$ cat src/rtl/cla_seq_pkg.sv
// Shared definitions for the multi-word CLA add sequencer.
//   WORD_W    : width of one adder slice
//   MAX_WORDS : largest supported slice count
//   seq_state_e : sequencer control states
package cla_seq_pkg;

  localparam int unsigned WORD_W    = 16;
  localparam int unsigned MAX_WORDS = 8;

  typedef enum logic [1:0] {
    IDLE  = 2'd0,
    ISSUE = 2'd1,
    GAP   = 2'd2,
    DONE  = 2'd3
  } seq_state_e;

endpackage

$ cat src/rtl/cla16_word_sequencer.sv
// Multi-word add controller driving an external 16-bit handshaked CLA adder.
// Latches an N_WORDS*16-bit operand pair plus carry on start. It then issues
// one slice at a time, least significant word first, and chains the carry
// between slices. The full-width sum is assembled as the slices complete.
//
// Ports:
//   clk, reset         : rising-edge clock, async active-high reset
//   start              : request, sampled only while idle
//   a, b, c_in         : operands and carry-in, latched on accepted start
//   busy, done         : in-progress flag, one-cycle completion pulse
//   sum, c_out, error  : result (valid with done), error = timeout abort
//   add_en/a/b/cin     : slice request to the adder
//   add_result/cout/ready : adder response
//
// Build option: define CLA_SEQ_TIMEOUT_EN to abort a slice when the adder
// has not answered within TIMEOUT_CYCLES cycles. When it is undefined, no
// counter is built and error stays 0.
module cla16_word_sequencer
  import cla_seq_pkg::*;
#(
  parameter int unsigned N_WORDS        = 2,
  parameter int unsigned TIMEOUT_CYCLES = 64
) (
  input  logic                        clk,
  input  logic                        reset,
  input  logic                        start,
  input  logic [WORD_W*N_WORDS-1:0]   a,
  input  logic [WORD_W*N_WORDS-1:0]   b,
  input  logic                        c_in,
  output logic                        busy,
  output logic                        done,
  output logic [WORD_W*N_WORDS-1:0]   sum,
  output logic                        c_out,
  output logic                        error,
  output logic                        add_en,
  output logic [WORD_W-1:0]           add_a,
  output logic [WORD_W-1:0]           add_b,
  output logic                        add_cin,
  input  logic [WORD_W-1:0]           add_result,
  input  logic                        add_cout,
  input  logic                        add_ready
);

  localparam int unsigned W     = WORD_W * N_WORDS;
  localparam int unsigned IDX_W = (N_WORDS > 1) ? $clog2(N_WORDS) : 1;
  localparam logic [IDX_W-1:0] LAST_IDX = IDX_W'(N_WORDS - 1);
  localparam bit CFG_OK = (N_WORDS >= 1) && (N_WORDS <= MAX_WORDS) &&
                          (TIMEOUT_CYCLES >= 1);

  if (!CFG_OK) begin : g_bad_cfg
    $error("cla16_word_sequencer: N_WORDS must be 1..8 and TIMEOUT_CYCLES >= 1");
  end

  seq_state_e        state_q, state_d;
  logic [IDX_W-1:0]  idx_q, idx_d;
  logic [W-1:0]      a_q, a_d;
  logic [W-1:0]      b_q, b_d;
  logic              carry_q, carry_d;
  logic [W-1:0]      sum_q, sum_d;
  logic              c_out_q, c_out_d;

`ifdef CLA_SEQ_TIMEOUT_EN
  localparam int unsigned TMO_W = $clog2(TIMEOUT_CYCLES + 1);
  localparam logic [TMO_W-1:0] TMO_LAST = TMO_W'(TIMEOUT_CYCLES - 1);

  logic [TMO_W-1:0]  tmo_cnt_q, tmo_cnt_d;
  logic              error_q, error_d;
`endif

  // State register
  always_ff @(posedge clk or posedge reset) begin
    if (reset) begin
      state_q   <= IDLE;
      idx_q     <= '0;
      a_q       <= '0;
      b_q       <= '0;
      carry_q   <= 1'b0;
      sum_q     <= '0;
      c_out_q   <= 1'b0;
`ifdef CLA_SEQ_TIMEOUT_EN
      tmo_cnt_q <= '0;
      error_q   <= 1'b0;
`endif
    end else begin
      state_q   <= state_d;
      idx_q     <= idx_d;
      a_q       <= a_d;
      b_q       <= b_d;
      carry_q   <= carry_d;
      sum_q     <= sum_d;
      c_out_q   <= c_out_d;
`ifdef CLA_SEQ_TIMEOUT_EN
      tmo_cnt_q <= tmo_cnt_d;
      error_q   <= error_d;
`endif
    end
  end

  // Next-state and datapath update
  always_comb begin
    state_d   = state_q;
    idx_d     = idx_q;
    a_d       = a_q;
    b_d       = b_q;
    carry_d   = carry_q;
    sum_d     = sum_q;
    c_out_d   = c_out_q;
`ifdef CLA_SEQ_TIMEOUT_EN
    tmo_cnt_d = tmo_cnt_q;
    error_d   = error_q;
`endif

    unique case (state_q)
      IDLE: begin
        if (start) begin
          a_d     = a;
          b_d     = b;
          carry_d = c_in;
          idx_d   = '0;
          sum_d   = '0;
          c_out_d = 1'b0;
`ifdef CLA_SEQ_TIMEOUT_EN
          tmo_cnt_d = '0;
          error_d   = 1'b0;
`endif
          state_d = ISSUE;
        end
      end

      ISSUE: begin
        if (add_ready) begin
          sum_d[idx_q*WORD_W +: WORD_W] = add_result;
          carry_d = add_cout;
          state_d = GAP;
        end
`ifdef CLA_SEQ_TIMEOUT_EN
        // The counter value is the number of ISSUE cycles already spent.
        // Aborting on the last one leaves exactly TIMEOUT_CYCLES cycles in ISSUE.
        else if (tmo_cnt_q == TMO_LAST) begin
          error_d = 1'b1;
          c_out_d = 1'b0;
          state_d = DONE;
        end else begin
          tmo_cnt_d = tmo_cnt_q + TMO_W'(1);
        end
`endif
      end

      // Holding here while ready is still high prevents a stale ready from
      // completing the next slice before the adder has seen en low.
      GAP: begin
        if (!add_ready) begin
          if (idx_q == LAST_IDX) begin
            c_out_d = carry_q;
            state_d = DONE;
          end else begin
            idx_d   = idx_q + IDX_W'(1);
`ifdef CLA_SEQ_TIMEOUT_EN
            tmo_cnt_d = '0;
`endif
            state_d = ISSUE;
          end
        end
      end

      DONE: begin
        state_d = IDLE;
      end

      default: begin
        state_d = IDLE;
      end
    endcase
  end

  // Outputs
  always_comb begin
    busy    = (state_q != IDLE);
    done    = (state_q == DONE);
    sum     = sum_q;
    c_out   = c_out_q;
    add_en  = 1'b0;
    add_a   = '0;
    add_b   = '0;
    add_cin = 1'b0;
    if (state_q == ISSUE) begin
      add_en  = 1'b1;
      add_a   = a_q[idx_q*WORD_W +: WORD_W];
      add_b   = b_q[idx_q*WORD_W +: WORD_W];
      add_cin = carry_q;
    end
`ifdef CLA_SEQ_TIMEOUT_EN
    error = error_q;
`else
    error = 1'b0;
`endif
  end

endmodule

$ cat config.mk
export PLATFORM = sky130hd
export DESIGN_NAME = cla16_word_sequencer
export DESIGN_NICKNAME = d
export VERILOG_FILES = /design/src/rtl/cla_seq_pkg.sv /design/src/rtl/cla16_word_sequencer.sv
export SDC_FILE = /design/constraint.sdc
export NUM_CORES = 1
export LEC_CHECK = 0
export CORE_ASPECT_RATIO = 0.7
export CORE_MARGIN = 2
export CORE_UTILIZATION = 40
export CTS_BUF_LIST = sky130_fd_sc_hd__clkbuf_4 sky130_fd_sc_hd__clkbuf_8
export DETAILED_ROUTE_END_ITERATION = 7
export PLACE_DENSITY = 0.71
export SETUP_SLACK_MARGIN = 0.4
export SLEW_MARGIN = 20
export SYNTH_ARGS = -nofsm -noshare
export SYNTH_HDL_FRONTEND = slang
export SYNTH_SLANG_ARGS = --single-unit
$ cat constraint.sdc
create_clock -name clk -period 5.2 [get_ports clk]
set_clock_uncertainty 0.15 [all_clocks]
set_input_delay 0.78 -clock clk [delete_from_list [all_inputs] [get_ports clk]]
set_output_delay 0.78 -clock clk [all_outputs]
set_load 0.01 [all_outputs]
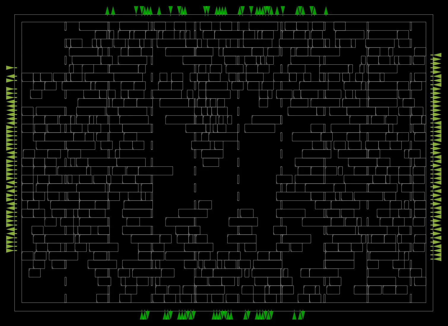
*Cell placement, run 1*
count of fill cells added during filler insertion: 963
tapcell count: 157
sequential fraction of total cell area: 38.7%

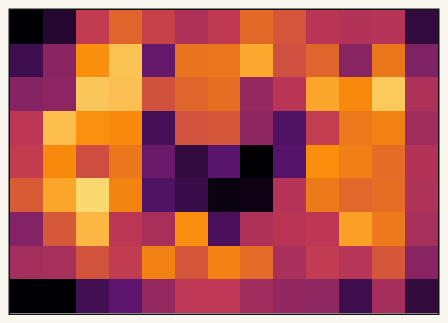
*Cell density map, run 1*
13 x 9 tiles, from black (low) to pale yellow (high), 0 to 100% covered.
mean over tiles	50%
densest ninth of the die	left middle
tiles over 75% full	13%
nearly empty tiles	3.4%
fullest tile	92%
emptiest ninth of the die	middle

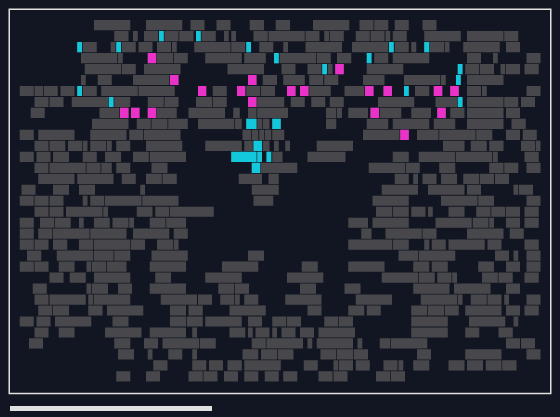
*Logic cells by family, run 1*
The bar under the picture is 50 um long.
family	color	cells	most used
and/or cells	magenta	19	and3_1
nand cells	cyan	23	nand2_1
most numerous logic cell after layout: sky130_fd_sc_hd__clkdlybuf4s50_1
fraction of area in multi-input gates: 29.6%
final std cells w/o fill: 673

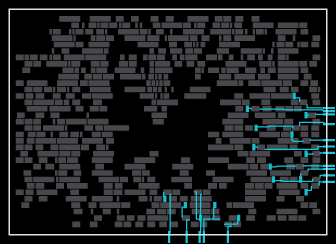
*I/O nets highlighted, run 1*
port	color	bits	direction	edge	end cells	buffers	wire
add_a	cyan	16	output	11 right, 5 bottom	16	16	279 um

==> out/notes.md, run 1 <==
The flow ran to the end, and the final reports show no timing, DRC or antenna violations. Per the synthesis report, the AND-OR/OR-AND share of the synthesized area is 1.91%. The async set-or-reset flop fraction in the synthesized netlist was 100%. The number of nets at the end of the flow came out at 598. The via count of the first global-routing pass was 3225; the portion of the post-synthesis area used by sequential elements was 53.6%. The signal on the critical path passes through nand2_2 -> inv_2 -> and2_1 -> clkdlybuf4s50_1. The run reported a max-capacitance violation count of 0.

Setup total negative slack on the finished layout was measured at 0 ns. The run gives 0 for the number of antenna violations at the first check in global routing. For reference, XOR and XNOR gates occupy 0% of the area reported after synthesis. The final setup slack of the worst path came out at 1.51 ns. The OpenROAD report gives the critical path a data arrival time of 2.76 ns. Summing over the stages, the warning tally comes to 26.

With the largest fanout on the critical path at 34, the global placer's final weighted congestion is 0.788. In the final routed layout, each cell accounts on average for 15.8 um. Setup repair after global routing left no endpoint under its margin. The post-synthesis share of cell area spent on full adders, half adders and majority gates works out to 0%. The run gives 33 for the count of standard-cell rows. After layout, the design draws a total of 3.74 mW. Counting along the longest clock path gives a buffer depth of 2. In the floorplan report the effective utilization is 40.7%. The logs give 0.0116 mm^2 for the total core area and 4.27 ns for the data required time at the worst endpoint.

The chip height was 94.9 um; the total number of yosys warnings was 0. The worst setup path is captured at an output port. Of the total synthesized cell area, the portion taken by AND, OR, NAND and NOR gates is 8.96%. The multiplexer share of the synthesized area is 30.1%. The pin count of the biggest net entering global routing was 79. The run gives 4.79 for the number of vias per cell.

Kind of launch point of the worst setup path: a flop. The sum of routed wire length over all layers was 10.6 mm; the maximum single-stage delay on the critical path was 0.67 ns. The count of nets left with antenna violations once routing finished came out at 0.

The path class of the tightest hold or removal check is flop to flop. Pin placement for this block handled 156 I/O pins. At the pin with the least slew margin, the transition time is 0.963 ns. For the H-tree depth, the log shows 3.
==> run 1: power by group <==
group	internal, mW	switching, mW
combinational	1.02	0.749
sequential	1.15	0.252
clock	0.308	0.256
==> run 1: cell type report <==
class,count,area (um^2)
Clock buffer,12,165
Fill cell,963,5060
Clock inverter,3,67.6
Inverter,19,73.8
Tap cell,157,196
Timing Repair Buffer,158,1570
Sequential cell,101,2530
Multi-Input combinational cell,223,1940
==> run 1: kinds of logic after synthesis <==
family | count (synthesis)
mux | 128
flops | 101
simple gates | 83
buf+inv | 43
compound gates | 11
other cells | 1
==> run 1: per-stage QoR <==
step | hold WS [ns] | util, %
2_1_floorplan | 0.330 | -
3_3_place_gp | 0.338 | 54.4
3_5_place_dp | 0.344 | 54.4
4_1_cts | 0.365 | 56.4
5_1_grt | 0.373 | 56.4
6_report | 0.359 | 56.4
==> run 1: worst reg2reg max path, stage by stage (launching register included) <==
cell	delay, ns
sky130_fd_sc_hd__dfrtp_1	0.67
sky130_fd_sc_hd__inv_2	0.10
sky130_fd_sc_hd__nand2_2	0.56
sky130_fd_sc_hd__inv_2	0.30
sky130_fd_sc_hd__and3_1	0.28
sky130_fd_sc_hd__mux2_2	0.27
==> run 1: registers in the layout, summed over array words and instances, names as in the netlist <==
| register | flops |
|---|---|
| carry_q | 1 |
| idx_q | 1 |
| sum | 32 |
| b_q | 32 |
| a_q | 32 |
| state_q | 2 |
| c_out | 1 |
==> run 1: worst paths after layout <==
kind	cells after the start	endpoint	slack [ns]	from
setup / recovery	4	add_cin	1.51	state_q[0]
setup reg to reg	5	sum[27]	2.77	state_q[1]
hold / removal	1	sum[30]	0.36	sum[30]
max in group asynchronous	3	b_q[27]	3.15	reset
hold reg to reg	1	sum[30]	0.36	sum[30]
min in group asynchronous	2	b_q[16]	0.84	reset
==> run 1: routing by layer <==
layer	GRT usage [%]	vias up	routed length [um]
met5	0	-	0
met4	4.43	0	98
met3	5.53	10	776
met2	25.1	106	4560
met1	23.6	1578	5190
li1	-	1527	-
==> run 1: Yosys cell counts (2+ instances only) <==
| cell type | n | area [um^2] |
|---|---|---|
| sky130_fd_sc_hd__nand2_1 | 18 | 67.6 |
| sky130_fd_sc_hd__clkbuf_1 | 3 | 11.3 |
| sky130_fd_sc_hd__mux2i_1 | 48 | 480 |
| sky130_fd_sc_hd__mux2_4 | 10 | 150 |
| sky130_fd_sc_hd__buf_2 | 5 | 25.0 |
| sky130_fd_sc_hd__and3_1 | 16 | 100 |
| sky130_fd_sc_hd__nand2b_1 | 2 | 12.5 |
| sky130_fd_sc_hd__and2_1 | 2 | 12.5 |
| sky130_fd_sc_hd__dfrtp_1 | 101 | 2530 |
| sky130_fd_sc_hd__buf_4 | 10 | 75.1 |
| sky130_fd_sc_hd__o21ai_0 | 5 | 25.0 |
| sky130_fd_sc_hd__mux2_2 | 70 | 788 |
| sky130_fd_sc_hd__nor3b_4 | 2 | 37.5 |
| sky130_fd_sc_hd__buf_6 | 3 | 33.8 |
| sky130_fd_sc_hd__inv_2 | 2 | 7.51 |
| sky130_fd_sc_hd__inv_1 | 17 | 63.8 |
| sky130_fd_sc_hd__nor2_1 | 36 | 135 |
### The metal 3 layer, run 1

The bar under the picture is 50 um long.
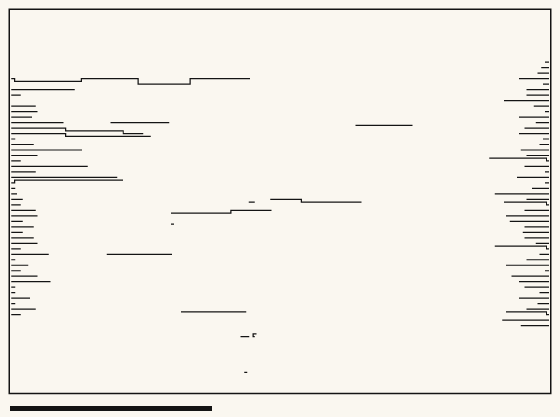

==> inputs of run 2 (changes only) <==
==> constraint.sdc (replaced) <==
create_clock -name clk -period 3.8 [get_ports clk]
set_clock_uncertainty 0.15 [all_clocks]
set_input_delay 0.57 -clock clk [delete_from_list [all_inputs] [get_ports clk]]
set_output_delay 0.57 -clock clk [all_outputs]
set_load 0.01 [all_outputs]
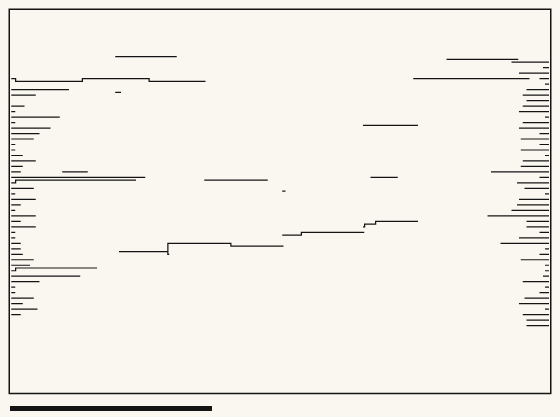
*The metal 3 layer, run 2*
The bar under the picture is 50 um long.
longest straight run	32.9 um
share of all routed wire	6.8%
main direction	horizontal

==> out/notes.md, run 2 <==
The run finished with clean final reports. The H-tree depth came out at 3 (unchanged). The share of synthesized cell area in and-or and or-and compound cells is 1.91% (unchanged). The count of cell instances traversed by the critical path works out to 4 (unchanged). The largest fanout on the critical path works out to 36 (+5.9%). The run gives 0 (unchanged) for the total number of yosys warnings. The run gives 4 (-1) for the logic depth of the worst register-to-register path.

The run gives 10.7 mm (+0.66%) for the sum of routed wire length over all layers. The logs give 56.1% (-0.25 points) for the share of the core filled with cells and 3230 (+0.16%) for the via count of the first global-routing pass. The cell type contributing the most total cell area after synthesis is sky130_fd_sc_hd__dfrtp_1. The multiplexer share of the synthesized area was 30.1% (unchanged); the post-route total power was 4.99 mW (+33%). The top cell type in the final layout, fill and taps aside, is sky130_fd_sc_hd__clkdlybuf4s50_1.

Setup repair after global routing left no endpoint under its margin. With the OpenROAD warning count at 26 (unchanged), the async set-or-reset flop fraction in the synthesized netlist is 100% (unchanged). STA reports the tightest min-delay check as being of type flop to flop. The maximum single-stage delay on the critical path is 1.02 ns (+0.35 ns), and the setup TNS after final layout is 0 ns (unchanged). With the relative contribution of the clock network to total power at 12.4% (-2.7 points), the chip height is 94.9 um (unchanged).

The starting utilization of the core area came out at 40.7% (unchanged). The length of routed met3 wiring was 724 um (-6.7%); the number of vias per cell was 4.79 (+0.17%). In this run the critical path is formed by buf_4 -> mux2i_1 -> nor2_1 -> clkdlybuf4s50_1. The run gives 0 (unchanged) for the max-capacitance violation count. The data required time at the worst endpoint was 3.08 ns (-1.19 ns). The run gives 5.34 mm (+3.0%) as the routed metal-1 wirelength. The internal power of the cells came out at 3.24 mW (+31%). The first element of the critical path was idx_q. Sorting the synthesized cells by area gives the leading types as sky130_fd_sc_hd__dfrtp_1 (54%), sky130_fd_sc_hd__mux2_2 (17%), sky130_fd_sc_hd__mux2i_1 (10%).

Global placer's final weighted congestion: 0.773 (-1.9%). The number of antenna violations at the first check in global routing came out at 0 (unchanged). In the post-synthesis netlist, the cell with the most instances is sky130_fd_sc_hd__dfrtp_1. The topmost layer with routed signal wires was met4. Minimum setup slack among reg-to-reg paths: 1.22 ns (-1.55 ns). The met2 layer wire length in the routed design is 4.54 mm (-0.53%), and the antenna violation net count after detailed routing is 0 (unchanged).
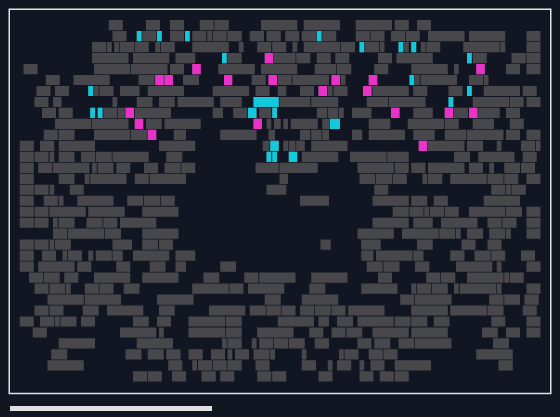
*Logic cells by family, run 2*
The bar under the picture is 50 um long.
family	color	cells	most used
and/or cells	magenta	19	and3_1
nand cells	cyan	23	nand2_1
final std cells w/o fill: 676
fraction of area in multi-input gates: 29.7%

-- run 2: cell counts after synthesis --
No cell type changed its count.
-- run 2: cell families (layout without fill, tap and decap cells) --
| family | Yosys count | after routing |
|---|---|---|
| AND-OR/OR-AND | 11 | 11 |
| multiplexers | 128 | 128 |
| flip-flops | 101 | 101 |
| other | 1 | 1 |
| buffers and inverters | 43 | 195 |
| AND/OR/NAND/NOR | 83 | 83 |
-- run 2: worst min path at each step --
stage | from | endpoint | cells past startpoint
3_3_place_gp | a_q[2] | a_q[2] | 1
4_1_cts | a_q[4] | a_q[4] | 1
6_report | b_q[30] | b_q[30] | 1
2_1_floorplan | b_q[0] | b_q[0] | 1
5_1_grt | a_q[17] | a_q[17] | 1
3_5_place_dp | b_q[9] | b_q[9] | 1
-- run 2: area by class of cell --
class	count	area (um^2)
Fill cell	987	5090
Timing Repair Buffer	160	1600
Multi-Input combinational cell	223	1940
Sequential cell	101	2530
Inverter	19	73.8
Tap cell	157	196
Clock inverter	5	37.5
Clock buffer	11	139
-- run 2: per-layer routing --
metal	global-route usage, %	up-vias
met5	0	-
met4	4.88	0
met3	5.05	8
met2	24.4	109
met1	25.7	1585
li1	-	1539
-- run 2: worst register-to-register path, stage by stage (launching register included) --
cell and delay (ns):
sky130_fd_sc_hd__dfrtp_2 1.02, sky130_fd_sc_hd__buf_4 0.33, sky130_fd_sc_hd__nor2_2 0.07, sky130_fd_sc_hd__a31oi_4 0.67
sky130_fd_sc_hd__mux2i_1 0.27
-- run 2: power groups by stage --
| stage | sequential, mW | clock [mW] | combinational [mW] |
|---|---|---|---|
| final | 1.95 | 0.618 | 2.42 |
| after global routing | 2.02 | 0.686 | 2.61 |
| after CTS | 1.96 | 0.645 | 2.45 |
| after detailed placement | 1.97 | 0 | 2.44 |
| after global placement | 1.95 | 0 | 2.38 |
| after floorplan | 1.86 | 0 | 1.59 |
### I/O nets highlighted, run 2

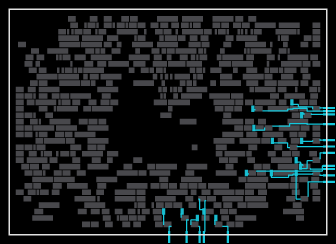

==> inputs of run 3 (changes only) <==
--- a/config.mk
+++ b/config.mk
@@ -7,10 +7,11 @@
 export LEC_CHECK = 0
 export CORE_ASPECT_RATIO = 0.7
 export CORE_MARGIN = 2
-export CORE_UTILIZATION = 40
+export CORE_UTILIZATION = 43
 export CTS_BUF_LIST = sky130_fd_sc_hd__clkbuf_4 sky130_fd_sc_hd__clkbuf_8
 export DETAILED_ROUTE_END_ITERATION = 7
-export PLACE_DENSITY = 0.71
+export PLACE_DENSITY = 0.79
+export REMOVE_ABC_BUFFERS = 1
 export SETUP_SLACK_MARGIN = 0.4
 export SLEW_MARGIN = 20
 export SYNTH_ARGS = -nofsm -noshare
==> constraint.sdc (replaced) <==
create_clock -name clk -period 2.93 [get_ports clk]
set_clock_uncertainty 0.15 [all_clocks]
set_input_delay 0.4395 -clock clk [delete_from_list [all_inputs] [get_ports clk]]
set_output_delay 0.4395 -clock clk [all_outputs]
set_load 0.01 [all_outputs]
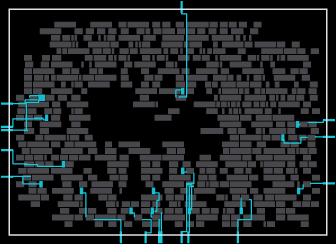
*I/O nets highlighted, run 3*
port	color	bits	direction	edge	end cells	buffers	wire
add_a	cyan	16	output	7 bottom, 5 left, 3 right, 1 top	16	16	361 um

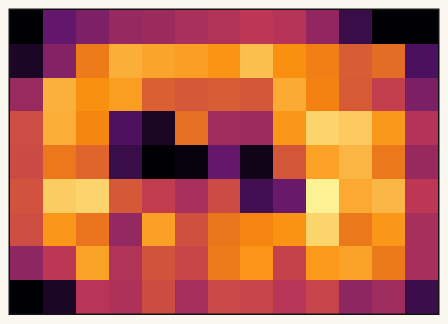
*Cell density map, run 3*
13 x 9 tiles, from black (low) to pale yellow (high), 0 to 100% covered.
emptiest ninth of the die	middle
nearly empty tiles	4.3%
densest ninth of the die	right middle
tiles over 75% full	27%
mean over tiles	54%
fullest tile	97%
core utilization before placement: 44.9%
core box area: 0.0105 mm^2
utilization of the core after routing: 63.0%

==> out/notes.md, run 3 <==
The flow ran to the end, and the final reports show no timing, DRC or antenna violations. The sum of routed wire length over all layers is 11.0 mm (+2.6%). For this sky-water flow run, the detailed-routed wirelength per cell is reported as 16.3 um. The tools report the global-route wire length before repair as 17.7 mm.

For reference, the placement row count at floorplan is 31. Per the run report, area growth between synthesis and finish was 40.3%. In the synthesized netlist, the cells that appear most often are sky130_fd_sc_hd__dfrtp_1 (101), sky130_fd_sc_hd__mux2_2 (70), sky130_fd_sc_hd__mux2i_1 (48).

The tools report the H-tree depth as 3 (unchanged). The flip-flop cell with the highest count after synthesis was sky130_fd_sc_hd__dfrtp_1. For reference, simple AND, OR, NAND and NOR cells occupy 8.96% of the area reported after synthesis. 156 I/O pins were placed. The multiplexer share of the synthesized area is 30.1% (unchanged). Among logic cells in the layout, the one with the most instances is sky130_fd_sc_hd__clkdlybuf4s50_1. Yosys mapped the design onto 34 distinct sky130hd cell types. The run gives 0 as the final setup violation count.

The logs give 0 (unchanged) for the number of antenna violations at the first check in global routing and 367 for the cell count in the Yosys report. The OpenROAD report gives the critical path a data arrival time of 1.87 ns. The die is 129 um wide. The tools report the internal power of the cells as 4.33 mW (+33%).

STA classifies the critical path endpoint as an output port. The global placer's final weighted congestion was 0.761 (-1.6%); the pin count of the biggest net entering global routing was 47. The final critical-path share of the clock period is 84.1%, and the async set-or-reset flop fraction in the synthesized netlist is 100% (unchanged).

The run gives 12.5% (about the same) as the relative contribution of the clock network to total power. In this run, the number of DRC markers left after iteration 0 of detailed routing was 200. The total of fill cells in the finished design was 822 (-17%). The run gives 9 for the number of CTS-inserted buffers. The run gives 0 (unchanged) as the total number of yosys warnings. Per report_power, the sequential group accounts for 35.8% of the total. With the via count of the first global-routing pass at 3570 (+11%), the fraction of synthesized cell area taken by the top area cell type is 53.6%. In this run the VDD rail shows a maximum IR drop of 0.469 mV. For the number of max-slew violations in the final report, the log shows 0. The time the worst path needs with I/O delays and setup was 2.46 ns; the maximum clock insertion buffer count was 2.

The worst setup path is launched from a flop. The switching power share of the total works out to 34.9%. The number of hold violations in the final report was 0. Per the OpenROAD floorplan log, the area of the die is 0.0118 mm^2. Dominant cell by count in the synthesized netlist: sky130_fd_sc_hd__dfrtp_1.

The logs give 2.34 ns (-0.74 ns) for the data required time at the worst endpoint and 0 ns (unchanged) for the setup TNS after final layout. The area occupied by multi-input gates is 0.00194 mm^2 (+0.26%). The run gives 657 for the number of placed instances, taps included. Setup repair after global routing could not meet its margin everywhere.

The chip height is 91.6 um (-3.4%). Checking hold timing, the worst path is listed with class input port to asynchronous set/reset pin. Sorting the synthesized cells by area gives the leading types as sky130_fd_sc_hd__dfrtp_1 (54%), sky130_fd_sc_hd__mux2_2 (17%), sky130_fd_sc_hd__mux2i_1 (10%). The tools report the worst max-slew margin expressed relative to the limit as 53.2%. TritonCTS built the clock tree. The post-route netlist has 22.9% of its cells at a drive strength greater than 1. The script extracted a total leakage power of 2.91 nW. The number of nets at the end of the flow is 606. Portion of the post-synthesis area used by sequential elements: 53.6%. The antenna violation net count after detailed routing was 0 (unchanged); the highest clock rate was 406 MHz.

Global routing consumed, over all layers together, 18.9% of the routing resources. The count of TritonRoute iterations in the first routing pass came out at 4. The synthesized netlist handed to floorplanning was reported with a cell count of 367. Once detailed placement completed, the half-perimeter wirelength came to 7.93 mm. Across all hold checks on the routed design, the worst slack comes to 0.319 ns.

The cell type contributing the most total cell area after synthesis is sky130_fd_sc_hd__dfrtp_1. The tree is rooted in a sky130_fd_sc_hd__clkbuf_8. For this block, the via count after detailed routing is 3343. With the count of flip-flops with a built-in enable after synthesis at 0, the footprint of the flip-flops and latches is 0.00253 mm^2 (unchanged).

The max-capacitance violation count came out at 0 (unchanged). The tools report the clock latency of the later-clocked register in the worst-skew pair as 0.35 ns. The CTS log lists the clock sinks for this run as 101. The net switching power was 2.32 mW; the share of synthesized cell area in and-or and or-and compound cells was 1.91% (unchanged).

The overflow left after global routing is 0, and the number of vias per cell is 4.97 (+3.6%). Post-route total power: 6.65 mW (+33%). Of the total synthesized cell area, the portion taken by full adders, half adders and majority gates is 0%.

The largest fanout on the critical path is 25 (-31%). The count of buffers added on input and output ports is 154. The cell area after synthesis came out at 0.00472 mm^2.

The OpenROAD warning count is 26 (unchanged). Among the non-sequential cells, multiplexers take the most area. With the antenna diode count at 0, the post-synthesis average cell area is 12.9 um^2. The number of non-filler instances in the completed layout was 673 (-0.44%). The run gives 101 for the register bit count reported by yosys. After clock tree synthesis, the flow added hold-fix buffers numbering 0. Looking at the worst setup and hold paths, the clock pins of their registers show a slew of 0.10 ns.
==> run 3: cell counts after synthesis <==
No cell type changed its count.
==> run 3: kinds of logic after synthesis <==
group                  count (synthesis)
other                                  1
AND-OR/OR-AND                         11
flip-flops                           101
multiplexers                         128
AND/OR/NAND/NOR                       83
buffers and inverters                 43
==> run 3: power groups by stage <==
stage | Combinational (mW) | Sequential, mW | Clock, mW
floorplan | 1.78 | 2.54 | 0
global placement | 3.35 | 2.38 | 0
detailed placement | 3.45 | 2.41 | 0
CTS | 3.48 | 2.39 | 0.858
global route | 3.70 | 2.46 | 0.918
finish | 3.44 | 2.38 | 0.830
==> run 3: layout make-up <==
cell class	count	area share [%]
clock buffer	12	2.31
clock inverter	4	0.492
inverter	19	1.15
multi-input combinational	223	29.3
sequential	101	38.2
tap	148	2.80
timing repair buffer	166	25.7
==> run 3: through the flow <==
step	worst slack [ns]	instance area (um^2)
floorplan	-0.307	4530
global placement	0.574	6420
detailed placement	0.486	6420
CTS	0.455	6610
global route	0.398	6620
finish	0.466	6620
==> run 3: timing repair <==
action,CTS,global route
buffers inserted,0,0
pin swaps,0,0
resized,2,3
endpoints found under the setup margin,7,4
==> run 3: critical path: stages (launching register included) <==
cell                              delay (ns)
sky130_fd_sc_hd__dfrtp_1                0.40
sky130_fd_sc_hd__inv_2                  0.09
sky130_fd_sc_hd__nand2_4                0.12
sky130_fd_sc_hd__buf_12                 0.19
sky130_fd_sc_hd__nor2_1                 0.15
sky130_fd_sc_hd__clkdlybuf4s50_1        0.56
==> run 3: path summary, 6_finish.rpt <==
path / cells past startpoint / slack [ns] / start / endpoint
worst max-delay path: 5 / 0.47 / state_q[1] / add_b[15]
worst min-delay path: 2 / 0.32 / reset / a_q[5]
worst max register to register: 4 / 0.85 / state_q[0] / a_q[26]
worst min register to register: 1 / 0.36 / a_q[8] / a_q[8]
max in group asynchronous: 3 / 1.63 / reset / idx_q
min in group clk: 1 / 0.36 / a_q[8] / a_q[8]
==> run 3: metal layers <==
| metal | vias to the layer above | share of wire [%] | wire length, um | GRT usage, % |
|---|---|---|---|---|
| li1 | 1553 | - | - | - |
| met1 | 1676 | 46 | 5070 | 25.7 |
| met2 | 105 | 47 | 5200 | 30.8 |
| met3 | 9 | 5.3 | 583 | 3.91 |
| met4 | 0 | 1.1 | 116 | 4.98 |
| met5 | - | 0 | 0 | 0 |
Power figures rest on the tool's default switching activity, not on a simulated workload.
